File: src/rtl/fetch_stage.sv
// Instruction fetch: PC register, BOOT/RUN/HALT control and IF/ID register; ROM is read combinationally.
// One-cycle fetch latency; stall holds PC and IF/ID, any redirect overrides stall and inserts a bubble.
module fetch_stage #(
  parameter int          N          = 64,
  parameter logic [N-1:0] EXC_VECTOR = 'hD8
) (
  input  logic         clk,
  input  logic         reset,
  input  logic         stall,
  input  logic         branch_taken,
  input  logic [N-1:0] branch_target,
  input  logic         eret,
  input  logic [N-1:0] elr,
  input  logic         exc,
  output logic [6:0]   imem_addr,
  input  logic [31:0]  imem_q,
  output logic [N-1:0] if_id_pc,
  output logic [31:0]  if_id_instr,
  output logic         if_id_valid,
  output logic         fetch_fault,
  output logic         halted
);

  typedef enum logic [1:0] {
    S_BOOT = 2'd0,
    S_RUN  = 2'd1,
    S_HALT = 2'd2
  } state_t;

  state_t       r_state;
  state_t       w_state_nxt;
  logic [N-1:0] r_pc;
  logic [N-1:0] w_pc_nxt;
  logic [N-1:0] r_if_id_pc;
  logic [31:0]  r_if_id_instr;
  logic         r_if_id_valid;
  logic         r_fetch_fault;

  logic         w_ifid_ld;
  logic [N-1:0] w_ifid_pc_nxt;
  logic [31:0]  w_ifid_instr_nxt;
  logic         w_ifid_valid_nxt;
  logic         w_fault_set;
  logic         w_redirect;
  logic         w_bad_pc;

  assign w_redirect = exc | eret | branch_taken;
  assign w_bad_pc   = (r_pc[1:0] != 2'b00) | (|r_pc[N-1:9]);

  always_comb begin
    w_state_nxt      = r_state;
    w_pc_nxt         = r_pc;
    w_ifid_ld        = 1'b0;
    w_ifid_pc_nxt    = '0;
    w_ifid_instr_nxt = '0;
    w_ifid_valid_nxt = 1'b0;
    w_fault_set      = 1'b0;
    case (r_state)
      S_BOOT: begin
        w_state_nxt = S_RUN;
        w_ifid_ld   = 1'b1;
      end
      S_RUN: begin
        w_fault_set = w_bad_pc;
        if (exc)               w_pc_nxt = EXC_VECTOR;
        else if (eret)         w_pc_nxt = elr;
        else if (branch_taken) w_pc_nxt = branch_target;
        else if (stall)        w_pc_nxt = r_pc;
        else if (!w_bad_pc && imem_q == 32'h0) begin
          // zero word is the halt marker: freeze on it
          w_pc_nxt    = r_pc;
          w_state_nxt = S_HALT;
        end else begin
          w_pc_nxt = r_pc + N'(4);
        end

        if (w_redirect) begin
          w_ifid_ld = 1'b1;
        end else if (!stall) begin
          w_ifid_ld = 1'b1;
          if (!w_bad_pc && imem_q != 32'h0) begin
            w_ifid_pc_nxt    = r_pc;
            w_ifid_instr_nxt = imem_q;
            w_ifid_valid_nxt = 1'b1;
          end
        end
      end
      S_HALT: begin
        w_ifid_ld = 1'b1;
        if (exc) begin
          w_pc_nxt    = EXC_VECTOR;
          w_state_nxt = S_RUN;
        end
      end
      default: begin
        w_state_nxt = S_BOOT;
        w_ifid_ld   = 1'b1;
      end
    endcase
  end

  always_ff @(posedge clk or posedge reset) begin
    if (reset) begin
      r_state       <= S_BOOT;
      r_pc          <= '0;
      r_if_id_pc    <= '0;
      r_if_id_instr <= '0;
      r_if_id_valid <= 1'b0;
      r_fetch_fault <= 1'b0;
    end else begin
      r_state <= w_state_nxt;
      r_pc    <= w_pc_nxt;
      if (w_ifid_ld) begin
        r_if_id_pc    <= w_ifid_pc_nxt;
        r_if_id_instr <= w_ifid_instr_nxt;
        r_if_id_valid <= w_ifid_valid_nxt;
      end
      if (w_fault_set) r_fetch_fault <= 1'b1;
    end
  end

  assign imem_addr   = r_pc[8:2];
  assign if_id_pc    = r_if_id_pc;
  assign if_id_instr = r_if_id_instr;
  assign if_id_valid = r_if_id_valid;
  assign fetch_fault = r_fetch_fault;
  assign halted      = (r_state == S_HALT);

endmodule

File: config.mk
export PLATFORM = sky130hd
export DESIGN_NAME = fetch_stage
export DESIGN_NICKNAME = d
export VERILOG_FILES = /design/src/rtl/fetch_stage.sv
export SDC_FILE = /design/constraint.sdc
export NUM_CORES = 1
export LEC_CHECK = 0
export ABC_AREA = 1
export CORE_UTILIZATION = 53
export CTS_BUF_LIST = sky130_fd_sc_hd__clkbuf_16
export DETAILED_ROUTE_END_ITERATION = 7
export PLACE_DENSITY = 0.87
export SLEW_MARGIN = 20
export SYNTH_ARGS = -nofsm -noshare
export SYNTH_HDL_FRONTEND = slang
export SYNTH_SLANG_ARGS = --single-unit
File: constraint.sdc
create_clock -name clk -period 9 [get_ports clk]
set_input_delay 1.35 -clock clk [delete_from_list [all_inputs] [get_ports clk]]
set_output_delay 1.35 -clock clk [all_outputs]
set_load 0.1 [all_outputs]
Figure 1. Cell density map (run 1).
(3 px per um) 14 x 14 tiles, from dark blue (low) to red (high), 0 to 100% covered.
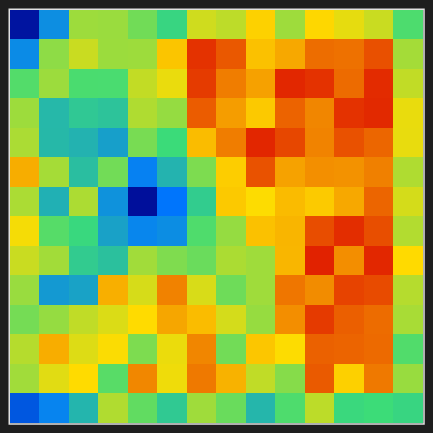
fullest tile: 96%
tiles over 75% full: 40%
mean over tiles: 67%

Figure 2. Sizing map (run 1).
(3 px per um)
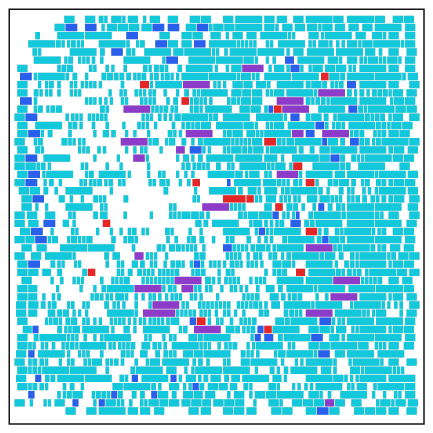
| size | color | cells | share |
|---|---|---|---|
| _0 and _1 cells | cyan | 1529 | 94% |
| _3 and _4 cells | red | 17 | 1.0% |
| _6 and larger | purple | 26 | 1.6% |
| _2 cells | blue | 62 | 3.8% |
Non-CTS buffers: 280
post-route cell area: 13090 um^2
layout overhead on the synthesized area: 33.97%
PnR worst setup slack: 3.244 ns

Figure 3. Wires at chosen ports, followed through buffers (run 1).
(3 px per um)
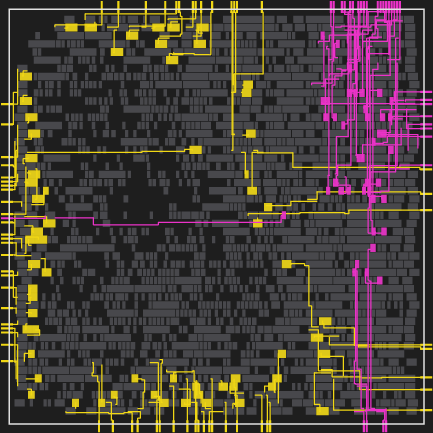
| port | color | bits | direction | end cells | buffers | wire |
|---|---|---|---|---|---|---|
| `branch_target` | yellow | 64 | input | 64 | 64 | 1600 um |
| `imem_q` | magenta | 32 | input | 41 | 32 | 1680 um |

==> results_slide.txt, run 1 <==
Flow Results at a Glance

Synthesis
  • Mapped Area: 9769 um^2
  • #FFs+latches synth: 164
  • Post-synth EDFFs: 0
  • Top cells by count: nand2_1, nor2_1, dfrtp_1
  • Ys async rst share: 1.000
  • Multiplexer share: 0
  • Synthesized Nets: 1557
  • XOR Share, Synth: 0.01255
  • Yosys top cell by area: dfrtp_1
  • Cell variety after synth: approximately 40
  • Cells after Synth: ~1.4k
  • Seq share, synth: 0.4201
  • Chip Area, Yosys: 9769 um^2
  • Count leader, synth: nand2_1
  • Aoi share: 0.1081

Final layout
  • Layout Cells excl Fill: ~1.9k
  • Layout cells sized above 1: 0.06426
  • Final core occ: 0.7261
  • Nets: 1792

STA
  • Final hold vios: 0
  • Post-layout minimum cycle time: 5.756 ns
  • Worst slew pin tran: 1.082 ns
  • RSZ-0062 raised after global routing: false
  • Final setup vio count: 0
  • Clock Skew: 0.01199 ns
  • Final-report max-slew violation count: 0

CTS
  • TritonCTS clock tree: done
  • CTS Root Cell: clkbuf_16
  • Num Clock Sinks: ~160
  • Clock Path Buffers: 2
  • Num CTS Buffers: 17
  • Buffer count from post-CTS setup fixing: 0
  • H-tree Lvls: 4

Drt
  • Pre-Repair DR Iteration Count: 5
  • DRT iter0 DRCs: between 800 and 900
  • Total wire length: roughly 34 mm
  • Antenna-violating nets left: 0
  • DR vias: 10.37k

Floorplan
  • Num rows: 49
  • Die W: roughly 140 um
  • Die height: 137.8 um
  • Die Size: about 19000 um^2

Power
  • VDD IR max: around 0.13 mV

Placed design
  • Final GP Congestion: between 0.9 and 1
  • Inst Count DP: 1832

Global routing
  • GRT Util Overall: 0.3700
  • Largest net degree at the start of global routing: between 80 and 90
  • Grt ovf: 0
  • First-pass GRT wire length: about 52 mm

Setup path
  • R2r endpoint: r_pc[62]$_DFFE_PP0P_
  • CP Data Arrival Time: 6.04 ns
  • Crit path DRT: 9.28 ns
  • Setup crit end kind: register
  • Critical path class: primary input to register
  • CP endpoint: r_pc[62]$_DFFE_PP0P_
  • Reg-to-reg startpoint: r_state[1]$_DFFE_PP0P_

Job
  • Log Warnings: 28

Hold path
  • Worst hold endpoint: if_id_pc[44]$_DFFE_PP0P_
  • Worst min path class: register to register

Outcome
  • Status: completed
## run 1: metal layers
metal / global-route usage / routed length, um / vias to the layer above
li1: - / - / 4936
met1: 0.4513 / 13260 / 4825
met2: 0.6354 / 17010 / 508
met3: 0.06733 / 2687 / 98
met4: 0.1661 / 1364 / 0
met5: 0 / 0 / -
## run 1: where the power goes
| part | internal, mW | leakage [nW] | switching [mW] | total, mW |
|---|---|---|---|---|
| Combinational | 0.125 | 3.02 | 0.152 | 0.277 |
| Clock | 0.383 | 0.272 | 0.320 | 0.704 |
| Sequential | 0.762 | 2.20 | 0.0473 | 0.809 |
| Total | 1.27 | 5.49 | 0.520 | 1.79 |
## run 1: through the flow
| stage | cell area, um^2 | hold WS, ns | power (mW) |
|---|---|---|---|
| final | 13090 | 0.4960 | 1.790 |
| after global routing | 13090 | 0.5117 | 1.848 |
| after CTS | 13080 | 0.4948 | 1.785 |
| after detailed placement | 12520 | 0.4742 | 1.095 |
| after global placement | 12520 | 0.4626 | 1.089 |
| after floorplan | 9769 | 0.4670 | 0.9650 |
## run 1: worst max-delay path: stages
cell             delay, ns
clkdlybuf4s50_1       0.64
nor2_8                0.72
inv_2                 0.28
or2_4                 0.33
nor2_8                0.46
nand2_4               0.51
nand2_1               0.20
inv_2                 0.05
nand3_2               0.64
buf_4                 0.54
o21ai_0               0.18
## run 1: cell type report
type	count	area (um^2)	area share
Multi-Input combinational cell	1014	4808	0.3674
Inverter	145	549.3	0.04197
Tap cell	229	286.5	0.02189
Clock buffer	17	425.4	0.03250
Timing Repair Buffer	280	2784	0.2127
Sequential cell	164	4104	0.3136
Clock inverter	14	130.1	0.009943
## run 1: registers in the layout (all words and copies together) (netlist names)
name,count
if_id_pc,64
fetch_fault,1
if_id_instr,32
r_state,2
if_id_valid,1
r_pc,64
Figure 4. Cell outlines without signal wires (run 1).
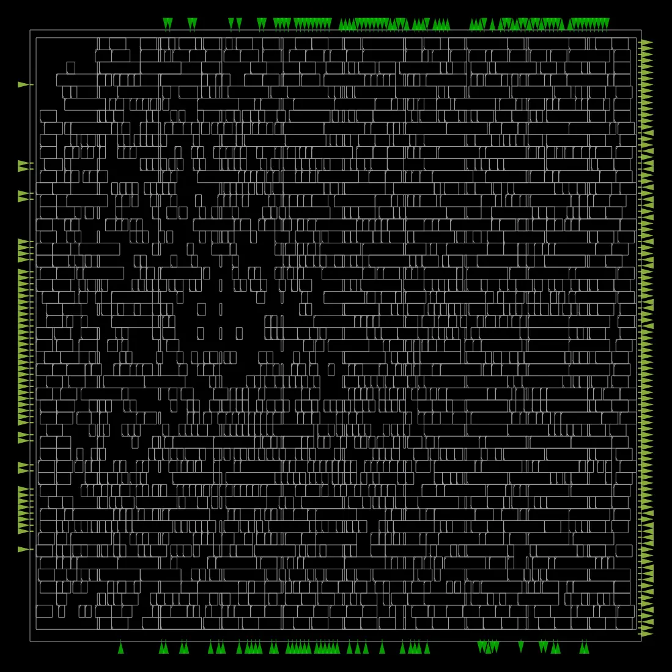

## Run 2: what changed since run 1
Settings changed: CORE_UTILIZATION 53 to 49, PLACE_DENSITY 0.87 to 0.81.
Clock period 9 ns to 6 ns, I/O delays scaled along.
Figure 5. Cell outlines without signal wires (run 2).
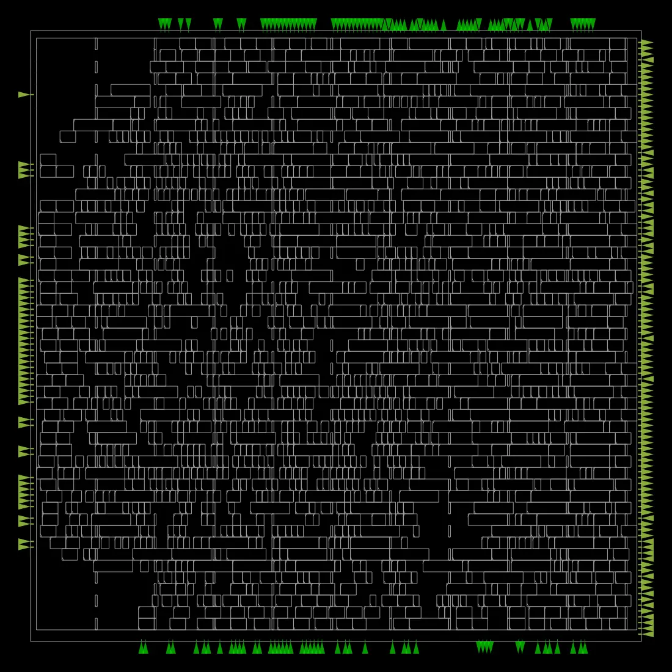
FFs & Latches: 164
tally of filler cells in the layout: 1702
num rows: 51

Figure 6. The metal 1 layer (run 2).
(4 px per um) Supply wires on this layer in gray. Cells faint in the background.
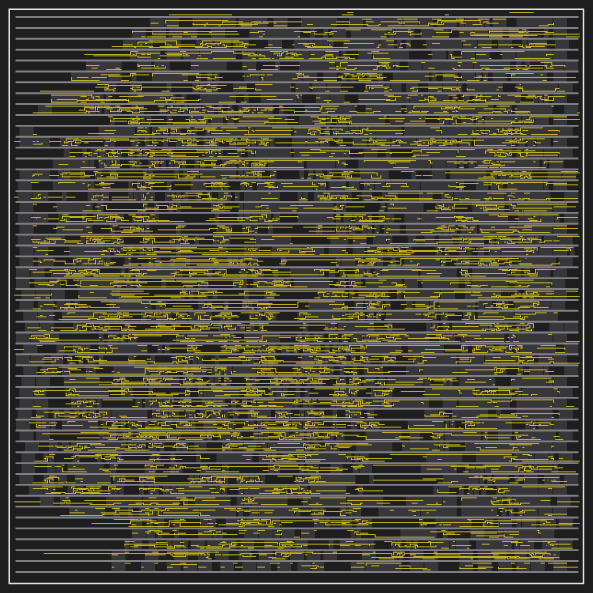
longest straight run: 40.5 um
wire length on this layer: 12300 um
share of all routed wire: 39%
nets with wire on the layer: 1585
total wire length: 31.84 mm
DR vias: 10.37k
met1 Usage GRT: 0.3892

==> run 2 against run 1 <==
Final area up 0.57%; via count about the same; setup slack worse by 0.95 ns; critical endpoint is now r_pc[18]$_DFFE_PP0P_; power up 50%; global-route usage down 5.0 points; register-to-register slack worse by 2.2 ns; cell count up 2.1%; utilization down 5.2 points; largest cell class unchanged.
==> results_slide.txt, run 2 <==
Flow Results at a Glance

STA
  • Worst slew pin tran: around 1.0 ns
  • Post-layout minimum cycle time: 3.709 ns
  • Final setup vio count: 0
  • RSZ-0062 raised after global routing: false
  • Final cycle utilization of the critical path: 0.6181
  • Worst rel slew slack: 0.3098
  • Final-report max-slew violation count: 0
  • Fmax: 269.6 MHz
  • Clock Skew: 0.01272 ns
  • Final hold vios: 0

Power
  • Power Density: ~200 nW/um^2
  • Leak pwr: 5.494 nW
  • VDD IR max: 0.1903 mV

Final layout
  • Nets: approximately 1.8k
  • Logic area: 4803 um^2
  • Most numerous logic cells after layout: nand2_1, clkdlybuf4s50_1, nor2_1, dfrtp_1, nand3_1
  • Layout Cells excl Fill: 1902
  • Storage element area: about 4100 um^2
  • Top cell excl fill/tap: nand2_1
  • Layout clock area frac: 0.04306
  • Layout overhead on the synthesized area: 34.73%
  • Signal buf overhead: 0.2133
  • Largest class: multi-input combinational cells
  • Comb/total area: 0.3649
  • Non-CTS buffers: 282
  • Inverter count: 145
  • Layout cells sized above 1: 0.06659
  • Seq/total area: 0.3118
  • Clkbuf count: 17
  • Comb_multi_in: 1014

Drt
  • Routed WL per cell: 16.74 um
  • Antenna-violating nets left: 0
  • DRT iter0 DRCs: between 700 and 800
  • Pre-Repair DR Iteration Count: 8
  • # DRC: 0

CTS
  • Buffer count from post-CTS setup fixing: 0
  • CTS Root Cell: clkbuf_16
  • Num Clock Sinks: 164
  • Resized Gates After CTS: 0
  • TritonCTS clock tree: done
  • Clock Path Buffers: 2
  • Reg clk slew, reported paths: around 0.070 ns
  • H-tree Lvls: 4
  • Num CTS Buffers: 17
  • CTS Hold Bufs: 0

Placed design
  • Inst Count DP: 1870
  • Placed wire-length estimate: 24.22 mm
  • Final GP Congestion: 1.006
  • Buffers added on ports: 271

Outcome
  • Status: completed

Synthesis
  • #FFs+latches synth: about 160
  • Synthesized Nets: 1557
  • Cells after Synth: 1387
  • Count leader, synth: nand2_1
  • Mapped Area: between 9000 and 10000 um^2
  • Top cells by count: nand2_1, nor2_1, dfrtp_1
  • Seq share, synth: 0.4201
  • # Cells Yosys: 1387
  • Yosys top cell by area: dfrtp_1
  • Chip Area, Yosys: 9769 um^2
  • Synth Flop Type: dfrtp_1
  • Top cells by area: dfrtp_1, nand2_1, nor2_1, nand3_1, inv_1
  • Cell variety after synth: 40
  • Avg Synthesized Cell Area: 7.044 um^2
  • Post-synth EDFFs: 0
  • Ys async rst share: 1.000

Global routing
  • Grt met3 use: 0.05701
  • GR Util met2: 0.5474
  • Grt ovf: 0
  • Largest net degree at the start of global routing: 110
  • First-pass GRT wire length: 49.91 mm
  • GRT Util Overall: 0.3201
  • Initial antenna violation count: 0
  • Grt peak-use layer: met2
  • Vias in the first global route: ~9.7k

Setup path
  • Setup crit end kind: register
  • Reg2reg setup slack: around 3.1 ns
  • CP Data Arrival Time: 4.03 ns
  • Setup crit start kind: primary input
  • Critical path class: primary input to register
  • CP max FO: 44
  • Crit path DRT: 6.32 ns

Floorplan
  • Die W: 143.2 um
  • Initial Util: 0.5003
  • Die height: around 140 um
  • Die Size: 20510 um^2
  • IO Pins: 272
  • Tap cells: 265

Job
  • Log Warnings: 30

Hold path
  • Worst min path class: register to register
[run 2: path summary, 6_finish.rpt]
path | end | start | depth (start not counted)
worst max-delay path | r_pc[18]$_DFFE_PP0P_ | eret | 10
worst min-delay path | fetch_fault$_DFFE_PP0P_ | fetch_fault$_DFFE_PP0P_ | 1
worst max register to register | r_pc[18]$_DFFE_PP0P_ | r_state[1]$_DFFE_PP0P_ | 9
worst min register to register | fetch_fault$_DFFE_PP0P_ | fetch_fault$_DFFE_PP0P_ | 1
max in group asynchronous | if_id_pc[24]$_DFFE_PP0P_ | reset | 3
min in group asynchronous | if_id_pc[34]$_DFFE_PP0P_ | reset | 2
[run 2: critical path, cell delays in order]
cell             delay [ns]
clkdlybuf4s50_1        0.63
nor2_8                 0.20
inv_2                  0.12
or2_4                  0.28
nor2_8                 0.46
nand4_1                0.18
nand3_2                0.53
inv_1                  0.49
nand2_1                0.16
nand2_1                0.06
[run 2: layer usage]
layer	vias up	routed length (um)
met4	0	1296
met1	4828	12340
met5	-	0
li1	4954	-
met3	89	2693
met2	500	15500
[run 2: kinds of logic after synthesis]
logic type | share of synthesized area
buf+inv | 0.08901
compound gates | 0.1081
flops | 0.4201
fa+ha+maj | 0.005123
xor+xnor | 0.01255
simple gates | 0.3651
[run 2: through the flow]
step	utilization	instance area, um^2	hold slack [ns]	setup WS, ns	power [mW]
6_report	0.6741	13160	0.4881	2.291	2.676
5_1_grt	0.6741	13160	0.5070	2.006	2.787
4_1_cts	0.6741	13160	0.4916	2.338	2.685
3_5_place_dp	0.6451	12600	0.4697	1.882	1.640
3_3_place_gp	0.6451	12600	0.4591	1.968	1.632
2_1_floorplan	-	9769	0.4670	0.6667	1.447
[run 2: power breakdown]
part           internal (mW)  switching [mW]
clock network          0.549           0.507
logic                  0.188           0.224
registers               1.14          0.0668
Power and IR drop assume default switching activity.
